`config.mk`:
```
export PLATFORM = sky130hd
export DESIGN_NAME = vmicro16_cluster_apb_arbiter
export DESIGN_NICKNAME = d
export VERILOG_FILES = /design/src/rtl/vmicro16_cluster_apb_arbiter_pkg.sv /design/src/rtl/vmicro16_cluster_apb_arbiter_rr_arbiter.sv /design/src/rtl/vmicro16_cluster_apb_arbiter.sv
export SDC_FILE = /design/constraint.sdc
export NUM_CORES = 1
export LEC_CHECK = 0
export CORE_UTILIZATION = 35
export CTS_BUF_LIST = sky130_fd_sc_hd__clkbuf_16
export DETAILED_ROUTE_END_ITERATION = 8
export GPL_TIMING_DRIVEN = 0
export HOLD_SLACK_MARGIN = 0.05
export PLACE_DENSITY = 0.72
export SYNTH_ARGS = -nofsm -noshare
export SYNTH_HDL_FRONTEND = slang
export SYNTH_SLANG_ARGS = --single-unit
```
`constraint.sdc`:
```
create_clock -name clk -period 4.1 [get_ports clk]
set_input_delay 1.23 -clock clk [delete_from_list [all_inputs] [get_ports clk]]
set_output_delay 1.23 -clock clk [all_outputs]
set_load 0.02 [all_outputs]
```
`src/rtl/vmicro16_cluster_apb_arbiter_pkg.sv`:
```
// Shared definitions for the cluster APB arbiter: FSM encodings, abort data, counter width.
// Latency: n/a (definitions only).
// Backpressure: n/a (definitions only).
package vmicro16_cluster_apb_arbiter_pkg;

  // Arbiter FSM state encodings.
  typedef enum logic [1:0] {
    ARB_IDLE   = 2'd0,
    ARB_SETUP  = 2'd1,
    ARB_ACCESS = 2'd2,
    ARB_RESP   = 2'd3
  } arb_state_t;

  // Width of the ACCESS-phase timeout counter.
  localparam int ARB_CNT_W = 8;

  // Read data returned to a cluster when a transfer is aborted by timeout.
  // Sliced down to DATA_WIDTH at the point of use.
  localparam logic [63:0] ARB_ABORT_DATA = 64'hFFFF_FFFF_FFFF_FFFF;

  // Width of a grant index; at least 1 bit so single-cluster builds stay legal.
  function automatic int grant_w(input int n);
    return (n > 1) ? $clog2(n) : 1;
  endfunction

endpackage

```
`src/rtl/vmicro16_cluster_apb_arbiter_rr_arbiter.sv`:
```
// Combinational round-robin grant: first requester after last_grant, wrapping modulo NCLUSTERS.
// Latency: 0 cycles (pure combinational).
// Backpressure: none; caller samples grant/vld only when it is ready to start a transfer.
//
// Ports:
//   req        in  NCLUSTERS  request vector (one bit per cluster)
//   last_grant in  GW         index of the most recently granted cluster
//   grant      out GW         winning cluster index (valid only when vld=1)
//   vld        out 1          at least one request is pending
module vmicro16_rr_arbiter
  import vmicro16_cluster_apb_arbiter_pkg::*;
#(
  parameter int NCLUSTERS = 2,
  localparam int GW = grant_w(NCLUSTERS)
) (
  input  logic [NCLUSTERS-1:0] req,
  input  logic [GW-1:0]        last_grant,
  output logic [GW-1:0]        grant,
  output logic                 vld
);

  logic [GW-1:0] idx;

  // Scan starts one past last_grant and visits last_grant itself last,
  // so a lone requester is always served.
  always_comb begin
    grant = '0;
    vld   = 1'b0;
    idx   = '0;
    for (int i = 1; i <= NCLUSTERS; i++) begin
      idx = GW'((int'(last_grant) + i) % NCLUSTERS);
      if (!vld && req[idx]) begin
        vld   = 1'b1;
        grant = idx;
      end
    end
  end

endmodule

```
`src/rtl/vmicro16_cluster_apb_arbiter.sv`:
```
// Round-robin arbiter folding NCLUSTERS cluster APB masters onto one registered APB master port.
// Latency: 4 cycles per transfer (IDLE grant, SETUP, ACCESS, RESP) plus soc wait states.
// Backpressure: losing clusters see S_PREADY=0 and stall in ACCESS; soc stalls via M_PREADY.
//
// Optional feature macro: VMICRO16_CLUSTER_ARB_TIMEOUT_EN
//   defined   -> ACCESS aborts after TIMEOUT_CYCLES without M_PREADY, returns all-ones,
//                sets sticky timeout_err (port present).
//   undefined -> ACCESS waits indefinitely; no timeout_err port.
//
// Ports:
//   clk, reset (async active-low)
//   S_PADDR/S_PWRITE/S_PSELx/S_PENABLE/S_PWDATA  in   per-cluster APB request lanes
//   S_PRDATA/S_PREADY                            out  per-cluster registered response
//   M_PADDR/M_PWRITE/M_PSELx/M_PENABLE/M_PWDATA  out  registered APB master to soc IC_DMEM
//   M_PRDATA/M_PREADY                            in   soc response
//   timeout_err                                  out  sticky timeout flag (macro only)
module vmicro16_cluster_apb_arbiter
  import vmicro16_cluster_apb_arbiter_pkg::*;
#(
  parameter int NCLUSTERS      = 2,
  parameter int BUS_WIDTH      = 16,
  parameter int DATA_WIDTH     = 16,
  parameter int TIMEOUT_CYCLES = 255
) (
  input  logic                            clk,
  input  logic                            reset,
  input  logic [NCLUSTERS*BUS_WIDTH-1:0]  S_PADDR,
  input  logic [NCLUSTERS-1:0]            S_PWRITE,
  input  logic [NCLUSTERS-1:0]            S_PSELx,
  input  logic [NCLUSTERS-1:0]            S_PENABLE,
  input  logic [NCLUSTERS*DATA_WIDTH-1:0] S_PWDATA,
  output logic [NCLUSTERS*DATA_WIDTH-1:0] S_PRDATA,
  output logic [NCLUSTERS-1:0]            S_PREADY,
  output logic [BUS_WIDTH-1:0]            M_PADDR,
  output logic                            M_PWRITE,
  output logic                            M_PSELx,
  output logic                            M_PENABLE,
  output logic [DATA_WIDTH-1:0]           M_PWDATA,
  input  logic [DATA_WIDTH-1:0]           M_PRDATA,
  input  logic                            M_PREADY
`ifdef VMICRO16_CLUSTER_ARB_TIMEOUT_EN
  ,
  output logic                            timeout_err
`endif
);

  localparam int GW = grant_w(NCLUSTERS);

  arb_state_t                      state_q, state_d;
  logic [GW-1:0]                   last_grant_q, last_grant_d;
  logic [BUS_WIDTH-1:0]            paddr_q, paddr_d;
  logic                            pwrite_q, pwrite_d;
  logic [DATA_WIDTH-1:0]           pwdata_q, pwdata_d;
  logic [NCLUSTERS-1:0]            s_pready_q, s_pready_d;
  logic [NCLUSTERS*DATA_WIDTH-1:0] s_prdata_q, s_prdata_d;

  logic [GW-1:0]                   rr_grant;
  logic                            rr_vld;

`ifdef VMICRO16_CLUSTER_ARB_TIMEOUT_EN
  logic [ARB_CNT_W-1:0]            cnt_q, cnt_d;
  logic                            timeout_err_q, timeout_err_d;
`endif

  vmicro16_rr_arbiter #(
    .NCLUSTERS (NCLUSTERS)
  ) u_rr_arbiter (
    .req        (S_PSELx),
    .last_grant (last_grant_q),
    .grant      (rr_grant),
    .vld        (rr_vld)
  );

  always_comb begin
    state_d      = state_q;
    last_grant_d = last_grant_q;
    paddr_d      = paddr_q;
    pwrite_d     = pwrite_q;
    pwdata_d     = pwdata_q;
    // Response lanes are single-cycle pulses; they clear unless set below.
    s_pready_d   = '0;
    s_prdata_d   = '0;
`ifdef VMICRO16_CLUSTER_ARB_TIMEOUT_EN
    cnt_d         = cnt_q;
    timeout_err_d = timeout_err_q;
`endif

    unique case (state_q)
      ARB_IDLE: begin
        if (rr_vld) begin
          last_grant_d = rr_grant;
          paddr_d      = S_PADDR[int'(rr_grant)*BUS_WIDTH +: BUS_WIDTH];
          pwrite_d     = S_PWRITE[rr_grant];
          pwdata_d     = S_PWDATA[int'(rr_grant)*DATA_WIDTH +: DATA_WIDTH];
          state_d      = ARB_SETUP;
        end
      end
      ARB_SETUP: begin
        state_d = ARB_ACCESS;
`ifdef VMICRO16_CLUSTER_ARB_TIMEOUT_EN
        cnt_d   = '0;
`endif
      end
      ARB_ACCESS: begin
        // The granted cluster's S_PSELx is not consulted here: once started,
        // a transfer always runs to a response even if the cluster drops it.
        if (M_PREADY) begin
          s_pready_d[last_grant_q] = 1'b1;
          s_prdata_d[int'(last_grant_q)*DATA_WIDTH +: DATA_WIDTH] =
            pwrite_q ? '0 : M_PRDATA;
          state_d = ARB_RESP;
        end
`ifdef VMICRO16_CLUSTER_ARB_TIMEOUT_EN
        else begin
          cnt_d = cnt_q + 1'b1;
          if (cnt_d == ARB_CNT_W'(TIMEOUT_CYCLES)) begin
            s_pready_d[last_grant_q] = 1'b1;
            s_prdata_d[int'(last_grant_q)*DATA_WIDTH +: DATA_WIDTH] =
              ARB_ABORT_DATA[DATA_WIDTH-1:0];
            timeout_err_d = 1'b1;
            state_d       = ARB_RESP;
          end
        end
`endif
      end
      ARB_RESP: begin
        state_d = ARB_IDLE;
      end
      default: begin
        state_d = ARB_IDLE;
      end
    endcase
  end

  always_ff @(posedge clk or negedge reset) begin
    if (!reset) begin
      state_q      <= ARB_IDLE;
      // Start at the last lane so cluster 0 wins the first arbitration.
      last_grant_q <= GW'(NCLUSTERS - 1);
      paddr_q      <= '0;
      pwrite_q     <= 1'b0;
      pwdata_q     <= '0;
      s_pready_q   <= '0;
      s_prdata_q   <= '0;
    end else begin
      state_q      <= state_d;
      last_grant_q <= last_grant_d;
      paddr_q      <= paddr_d;
      pwrite_q     <= pwrite_d;
      pwdata_q     <= pwdata_d;
      s_pready_q   <= s_pready_d;
      s_prdata_q   <= s_prdata_d;
    end
  end

`ifdef VMICRO16_CLUSTER_ARB_TIMEOUT_EN
  always_ff @(posedge clk or negedge reset) begin
    if (!reset) begin
      cnt_q         <= '0;
      timeout_err_q <= 1'b0;
    end else begin
      cnt_q         <= cnt_d;
      timeout_err_q <= timeout_err_d;
    end
  end

  assign timeout_err = timeout_err_q;
`else
  // Timeout configuration has no effect in this build.
  logic unused_timeout_cfg;
  assign unused_timeout_cfg = (TIMEOUT_CYCLES == 0) ^ ARB_ABORT_DATA[0] ^ (ARB_CNT_W == 0);
`endif

  // Cluster PENABLE carries no information the arbiter needs: SETUP/ACCESS
  // are regenerated downstream from the arbiter's own state.
  logic unused_s_penable;
  assign unused_s_penable = ^S_PENABLE;

  // Master-side controls decode straight from flops, so nothing upstream
  // reaches the soc combinationally.
  assign M_PSELx   = (state_q == ARB_SETUP) || (state_q == ARB_ACCESS);
  assign M_PENABLE = (state_q == ARB_ACCESS);
  assign M_PADDR   = paddr_q;
  assign M_PWRITE  = pwrite_q;
  assign M_PWDATA  = pwdata_q;
  assign S_PREADY  = s_pready_q;
  assign S_PRDATA  = s_prdata_q;

endmodule

```
==> run_1/met1.png <==
Scale bar: 20 um. Supply wires on this layer in grey.
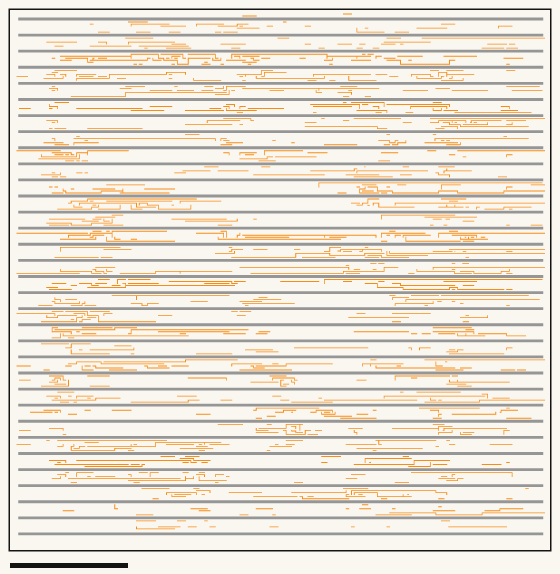
share of all routed wire	44%
wire length on this layer	3450 um

==> run_1/met2.png <==
Scale bar: 20 um.
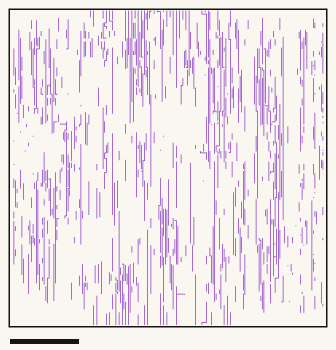
longest straight run	52.7 um
share of all routed wire	47%

==> run_1/met3.png <==
Cells faint in the background.
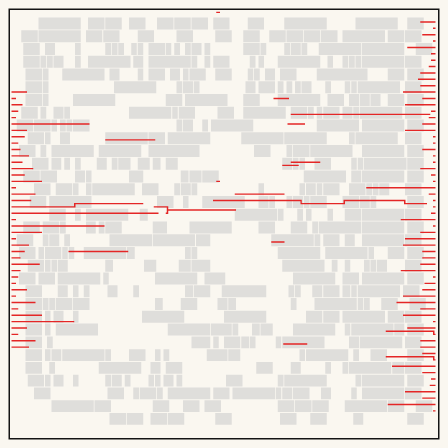
wire length on this layer	567 um
longest straight run	31.1 um
share of all routed wire	7.2%
main direction	horizontal
met3 global-route usage: 5.360%
Via Count: 2621
detailed-route wire length: 7.869 mm

==> run 1: kinds of logic after synthesis <==
kind of cell             count (synthesis)  share of synthesized area [%]
buffers and inverters                   22                          4.080
flip-flops                              70                          62.83
AND-OR/OR-AND                           40                          9.417
adder cells (fa/ha/maj)                  3                          1.345
multiplexers                             1                         0.4036
AND/OR/NAND/NOR                        150                          21.93
==> run 1: state kept, by name, summed over array words and instances, names as in the netlist, named ones only <==
signal / cells
M_PWRITE: 1
S_PRDATA: 32
S_PREADY: 2
M_PADDR: 16
state_q: 2
M_PWDATA: 16
==> run 1: final cells by class <==
type                    count  area share [%]
inverters                   5          0.3925
plain buffers              17           1.988
repair buffers            155           32.39
multi-input cells         194           19.31
well taps                 102           2.669
clock buffers               9           4.710
clock inverters             7           1.884
flip-flops and latches     70           36.66
==> run 1: per-stage QoR <==
| stage | setup TNS, ps | cell area, um^2 |
|---|---|---|
| 2_1_floorplan | 0 | 2790 |
| 3_3_place_gp | -39430 | 4469 |
| 3_5_place_dp | 0 | 4467 |
| 4_1_cts | 0 | 4782 |
| 5_1_grt | 0 | 4782 |
| 6_report | 0 | 4782 |
==> run 1: cell usage in the layout (no fill, tap or decap) <==
cell               n
bufinv_16          2
nand2_1           66
nand2b_1          16
clkbuf_16          9
nand3b_1           1
a21boi_2           1
ha_1               3
dfstp_2            1
clkbuf_1           4
mux2_2             1
nor2_1            65
buf_2              7
a21oi_1            2
clkinv_1           1
buf_4              7
nand3_1            1
o32a_1             1
a21bo_1            1
clkdlybuf4s50_1  154
clkinv_4           2
nor3b_1            1
a31oi_1           34
clkinv_2           1
inv_1              6
dfrtp_1           69
o21a_2             1
==> run 1: per-layer routing <==
layer	track usage, %	share of wire (%)	vias up
li1	-	-	1261
met1	25.71	44	1227
met2	32.89	47	122
met3	5.360	7.2	11
met4	8.333	1.8	0
met5	0	0	-
==> run 1: report_power, final <==
group / switching, mW / internal (mW)
registers: 0.119 / 0.903
clock network: 0.283 / 0.529
logic: 0.717 / 0.649
==> run 1: final timing paths <==
| path | endpoint | slack (ps) | cells after the start |
|---|---|---|---|
| hold reg to reg | state_q[0]$_DFFE_PN0P_ | 510 | 1 |
| hold / removal | state_q[0]$_DFFE_PN0P_ | 510 | 1 |
| max in group asynchronous | M_PWDATA[9]$_DFFE_PN0P_ | 2540 | 1 |
| setup / recovery | M_PENABLE | 1190 | 3 |
| setup reg to reg | M_PADDR[5]$_DFFE_PN0P_ | 2450 | 6 |
| min in group asynchronous | S_PRDATA[0]$_DFF_PN0_ | 1030 | 1 |
==> flow_metrics.env, run 1 <==
# implementation run metrics
export IMPL_fin_ws_ps=1186
export IMPL_cp_slowest_stage_delay_ps=630
export IMPL_antenna_cells=0
export IMPL_final_util_pct=61.88
export IMPL_die_area_um2=8333
export IMPL_drive_above_1_share_pct=7.002
export IMPL_cp_slowest_cell="clkdlybuf4s50_1"
export IMPL_drv_slew=0
export IMPL_edf_count=0
export IMPL_post_cts_resized=0
export IMPL_fp_coreArea_um2=7727
export IMPL_post_cts_buffers=0
export IMPL_ys_chip_area_um2=2790
export IMPL_post_place_cells=543
export IMPL_p_leak_nw=2.083
export IMPL_setup_viol=0
export IMPL_synth_area_leader_cell="dfrtp_1"
export IMPL_fin_crit_sh_pct=71.08
export IMPL_gp_congestion=0.7444
export IMPL_critical_path_arrival_ps=1680
export IMPL_worst_pin_slew_ps=845.9
export IMPL_ff_latch_area_um2=1753
export IMPL_ys_flop_type="dfrtp_1"
export IMPL_max_slew_margin_pct=43.61
export IMPL_peakVddDrop_mv=0.3252
export IMPL_drt_iter0_drc=60
export IMPL_yosys_cell_count_top_type="dfrtp_1"
export IMPL_critPathLaunch="state_q[0]$_DFFE_PN0P_"
export IMPL_synthesis_instances=286
export IMPL_cts_path_max_buffers=2
export IMPL_htreeDepth=3
export IMPL_synthTopCellsByCount="dfrtp_1, nand2_1, nor2_1"
export IMPL_fp_dieW_um=91.29
export IMPL_grt_ovfl_total=0
export IMPL_ios=158
export IMPL_grt_setup_unrepaired="no"
export IMPL_drc=0
export IMPL_skew_ps=5.115
export IMPL_cts_num_sinks=70
export IMPL_cts_root_buf="clkbuf_16"
export IMPL_antenna_found_initial=0
export IMPL_path_max_fanout=5
export IMPL_initCoreUtil_pct=36.11
export IMPL_hold_viol_final=0
export IMPL_fmax_ghz=0.3432
export IMPL_power_total_mw=3.200
export IMPL_grt_pass1_wl_mm=12.81
export IMPL_finalNonFillerCells=559
export IMPL_logic_area_um2=923.4
export IMPL_drtAntennaViolNets=0
export IMPL_powerDensity_nw_per_um2=669.1
export IMPL_worstHoldStart="state_q[0]$_DFFE_PN0P_"
export IMPL_synth_cell_area_um2=2790
export IMPL_syn_to_final_growth_pct=71.39
export IMPL_synth_top_area_share_pct=61.88
export IMPL_clk_pin_slew_ps=60
export IMPL_ys_seq_share_pct=62.83
export IMPL_cap_violations=0
export IMPL_synthTopCellsByArea="dfrtp_1, nand2_1, nor2_1"
export IMPL_warnings=30
export IMPL_yosys_warnings=0
export IMPL_via_per_inst=4.689
export IMPL_status="complete, no violations"
export IMPL_period_minus_slack_ps=2914
export IMPL_grt_util_all_layers_pct=20.27
export IMPL_cts_hold_buffers=0
export IMPL_nNetsFinal=544
==> run_1/met4.png <==
Scale bar: 20 um. Supply wires on this layer in grey.
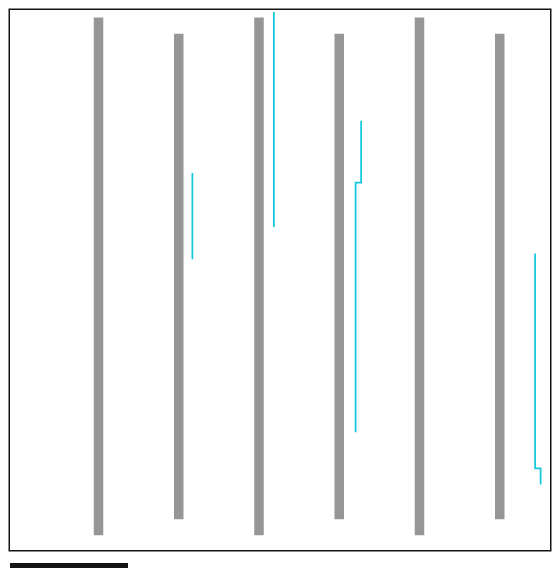

==> run 2, diff against run 1 <==
--- a/config.mk
+++ b/config.mk
@@ -5,12 +5,12 @@
 export SDC_FILE = /design/constraint.sdc
 export NUM_CORES = 1
 export LEC_CHECK = 0
-export CORE_UTILIZATION = 35
+export CORE_UTILIZATION = 34
 export CTS_BUF_LIST = sky130_fd_sc_hd__clkbuf_16
 export DETAILED_ROUTE_END_ITERATION = 8
 export GPL_TIMING_DRIVEN = 0
 export HOLD_SLACK_MARGIN = 0.05
-export PLACE_DENSITY = 0.72
+export PLACE_DENSITY = 0.73
 export SYNTH_ARGS = -nofsm -noshare
 export SYNTH_HDL_FRONTEND = slang
 export SYNTH_SLANG_ARGS = --single-unit
==> constraint.sdc (replaced) <==
create_clock -name clk -period 2.3 [get_ports clk]
set_input_delay 0.69 -clock clk [delete_from_list [all_inputs] [get_ports clk]]
set_output_delay 0.69 -clock clk [all_outputs]
set_load 0.02 [all_outputs]
==> run_2/met4.png <==
Scale bar: 20 um. Supply wires on this layer in grey.
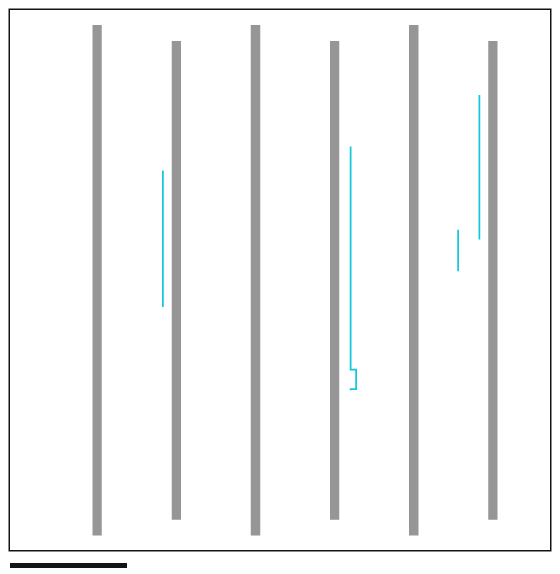
longest straight run	38.1 um
wire length on this layer	97.7 um
Via Count: 2605
detailed-route wire length: 8.006 mm

==> run 2 against run 1 <==
First-iteration DRC count increased by 28%. Synthesized area unchanged. Hold slack got worse by 32 ps. Final cell count unchanged. Via count decreased by 0.61%. Clock power increased by 77%. Sequential power increased by 78%. Combinational power increased by 75%.
==> flow_metrics.env, run 2 <==
# implementation run metrics
export IMPL_skew_ps=6.943
export IMPL_drv_slew=0
export IMPL_setup_viol=0
export IMPL_cts_path_max_buffers=2
export IMPL_design_area_um2=4780
export IMPL_hold_viol_final=0
export IMPL_mostFrequentLayoutCells="clkdlybuf4s50_1, dfrtp_1, nand2_1, nor2_1, a31oi_1"
export IMPL_synthArstFlopShare_pct=100.0
export IMPL_reg2reg_depth=5
export IMPL_synthTopCellsByCount="dfrtp_1, nand2_1, nor2_1"
export IMPL_gp_congestion=0.7238
export IMPL_finalNonFillerCells=559
export IMPL_worst_pin_slew_ps=858.5
export IMPL_synth_area_leader_cell="dfrtp_1"
export IMPL_dr_pass1_iters=4
export IMPL_cts_hold_buffers=0
export IMPL_max_slew_margin_pct=42.77
export IMPL_drt_iter0_drc=77
export IMPL_io_buffer_count=155
export IMPL_fp_coreArea_um2=7848
export IMPL_grt_setup_unrepaired="no"
export IMPL_cp_num_cells=1
export IMPL_cts_tree="built"
export IMPL_synth_stat_cells=286
export IMPL_peakVddDrop_mv=0.5049
export IMPL_warnings=30
export IMPL_yosys_cell_count_top_type="dfrtp_1"
export IMPL_cp_slowest_cell="clkdlybuf4s50_1"
export IMPL_ys_chip_area_um2=2790
export IMPL_die_y_um=92.59
export IMPL_start_kind="register"
export IMPL_drive_above_1_share_pct=7.002
export IMPL_post_dp_hpwl_mm=5.898
export IMPL_drc=0
export IMPL_grt_pass1_vias=2565
export IMPL_period_minus_slack_ps=2135
export IMPL_ys_flop_type="dfrtp_1"
export IMPL_antenna_cells=0
export IMPL_synthesis_instances=286
export IMPL_nNetsFinal=544
export IMPL_fin_crit_sh_pct=92.82
export IMPL_ys_seq_share_pct=62.83
export IMPL_dpl_cell_area_um2=4467
export IMPL_synth_avg_cell_area_um2=9.756
export IMPL_p_leak_nw=2.076
export IMPL_cts_root_buf="clkbuf_16"
export IMPL_synth_cell_area_um2=2790
export IMPL_largest_reg_flops=32
export IMPL_grt_ovfl_total=0
export IMPL_layout_top_cell="clkdlybuf4s50_1"
export IMPL_num_rows=32
export IMPL_cts_num_sinks=70
export IMPL_powerDensity_nw_per_um2=1186
export IMPL_synthTopCellsByArea="dfrtp_1, nand2_1, nor2_1"
export IMPL_fp_dieW_um=92.59
export IMPL_synth_top_area_share_pct=61.88
export IMPL_grt_pass1_wl_mm=12.67
export IMPL_critical_path_arrival_ps=1440
export IMPL_ios=158
export IMPL_clk_pin_slew_ps=50
export IMPL_die_area_um2=8573
export IMPL_cap_violations=0
export IMPL_drtAntennaViolNets=0
export IMPL_cp_slowest_stage_delay_ps=650
export IMPL_post_place_cells=543
export IMPL_edf_count=0
export IMPL_yosys_warnings=0
export IMPL_initCoreUtil_pct=35.55
export IMPL_numCtsBuffers=9
export IMPL_path_max_fanout=9
export IMPL_htreeDepth=3
export IMPL_critPathCaptureType="output pin"
export IMPL_fmax_ghz=0.4684
export IMPL_grt_start_max_net_pins=71
export IMPL_power_total_mw=5.668
export IMPL_ys_types=20
export IMPL_antenna_found_initial=0
export IMPL_status="complete, no violations"
export IMPL_via_per_inst=4.660
export IMPL_required_ps=1610
export IMPL_syn_to_final_growth_pct=71.30
==> run_2/final_congestion.png <==
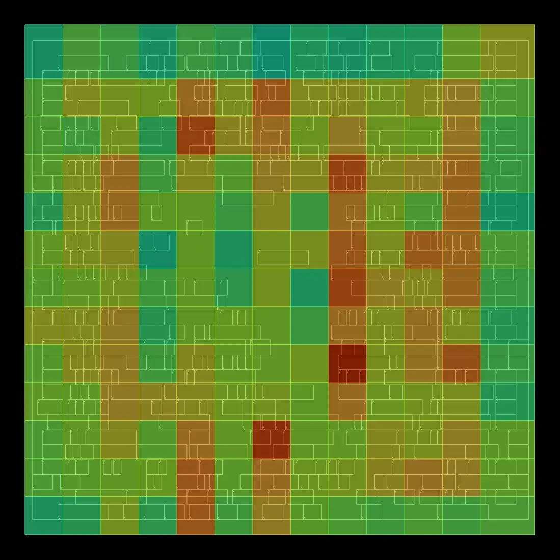
fin util: 60.91%
met3 global-route usage: 6.814%
GR Util All Layers: 19.60%

run 2: cell counts after synthesis:
No cell type changed its count.
run 2: cell families (layout without fill, tap and decap cells):
family / after synthesis / after routing / share of synthesized area (%)
and+or+nand+nor: 150 / 150 / 21.93
buffers and inverters: 22 / 193 / 4.080
AOI/OAI and AO/OA: 40 / 40 / 9.417
muxes: 1 / 1 / 0.4036
adders and majority gates: 3 / 3 / 1.345
DFF: 70 / 70 / 62.83
run 2: path summary, 6_finish.rpt:
kind	start	endpoint	slack [ps]
max reg2reg	state_q[0]$_DFFE_PN0P_	S_PRDATA[26]$_DFF_PN0_	610
min reg2reg	state_q[0]$_DFFE_PN0P_	state_q[0]$_DFFE_PN0P_	520
min in group clk	state_q[0]$_DFFE_PN0P_	state_q[0]$_DFFE_PN0P_	520
min	reset	S_PRDATA[29]$_DFF_PN0_	480
max in group asynchronous	reset	M_PWDATA[6]$_DFFE_PN0P_	1260
max	M_PWRITE$_DFFE_PN0P_	M_PWRITE	170
run 2: metal layers:
layer  vias up  GRT usage (%)  wire, um
met5         -              0         0
met1      1207          23.71      3484
met4         0          5.469        97
met3        12          6.814       629
li1       1261              -         -
met2       125          33.02      3794
run 2: metrics by stage:
| stage | worst slack [ps] | setup TNS, ps | hold WS, ps |
|---|---|---|---|
| 2_1_floorplan | 843.9 | 0 | 394.4 |
| 3_3_place_gp | -1732 | -120270 | 482.9 |
| 3_5_place_dp | 24.74 | 0 | 501.8 |
| 4_1_cts | 144.1 | 0 | 514.6 |
| 5_1_grt | 73.12 | 0 | 535.7 |
| 6_report | 165.2 | 0 | 479.3 |
run 2: layout make-up:
| type | instances | area [um^2] |
|---|---|---|
| flip-flops and latches | 70 | 1753 |
| clock buffers | 9 | 225.2 |
| clock inverters | 7 | 90.09 |
| repair buffers | 155 | 1546 |
| plain buffers | 17 | 95.09 |
| fillers | 692 | 3068 |
| multi-input cells | 194 | 923.4 |
| inverters | 5 | 18.77 |
| well taps | 102 | 127.6 |
run 2: repair_timing:
| item | 4_1_cts | 5_1_grt |
|---|---|---|
| buffers inserted | 0 | 0 |
| endpoints found under the setup margin | 2 | 0 |
| gates resized | 2 | 0 |
run 2: report_power, final:
part           internal (mW)  switching, mW  total [mW]
logic                   1.13           1.27        2.40
clock network          0.940          0.505        1.44
registers               1.61          0.213        1.82
Power figures rest on the tool's default switching activity, not on a simulated workload.
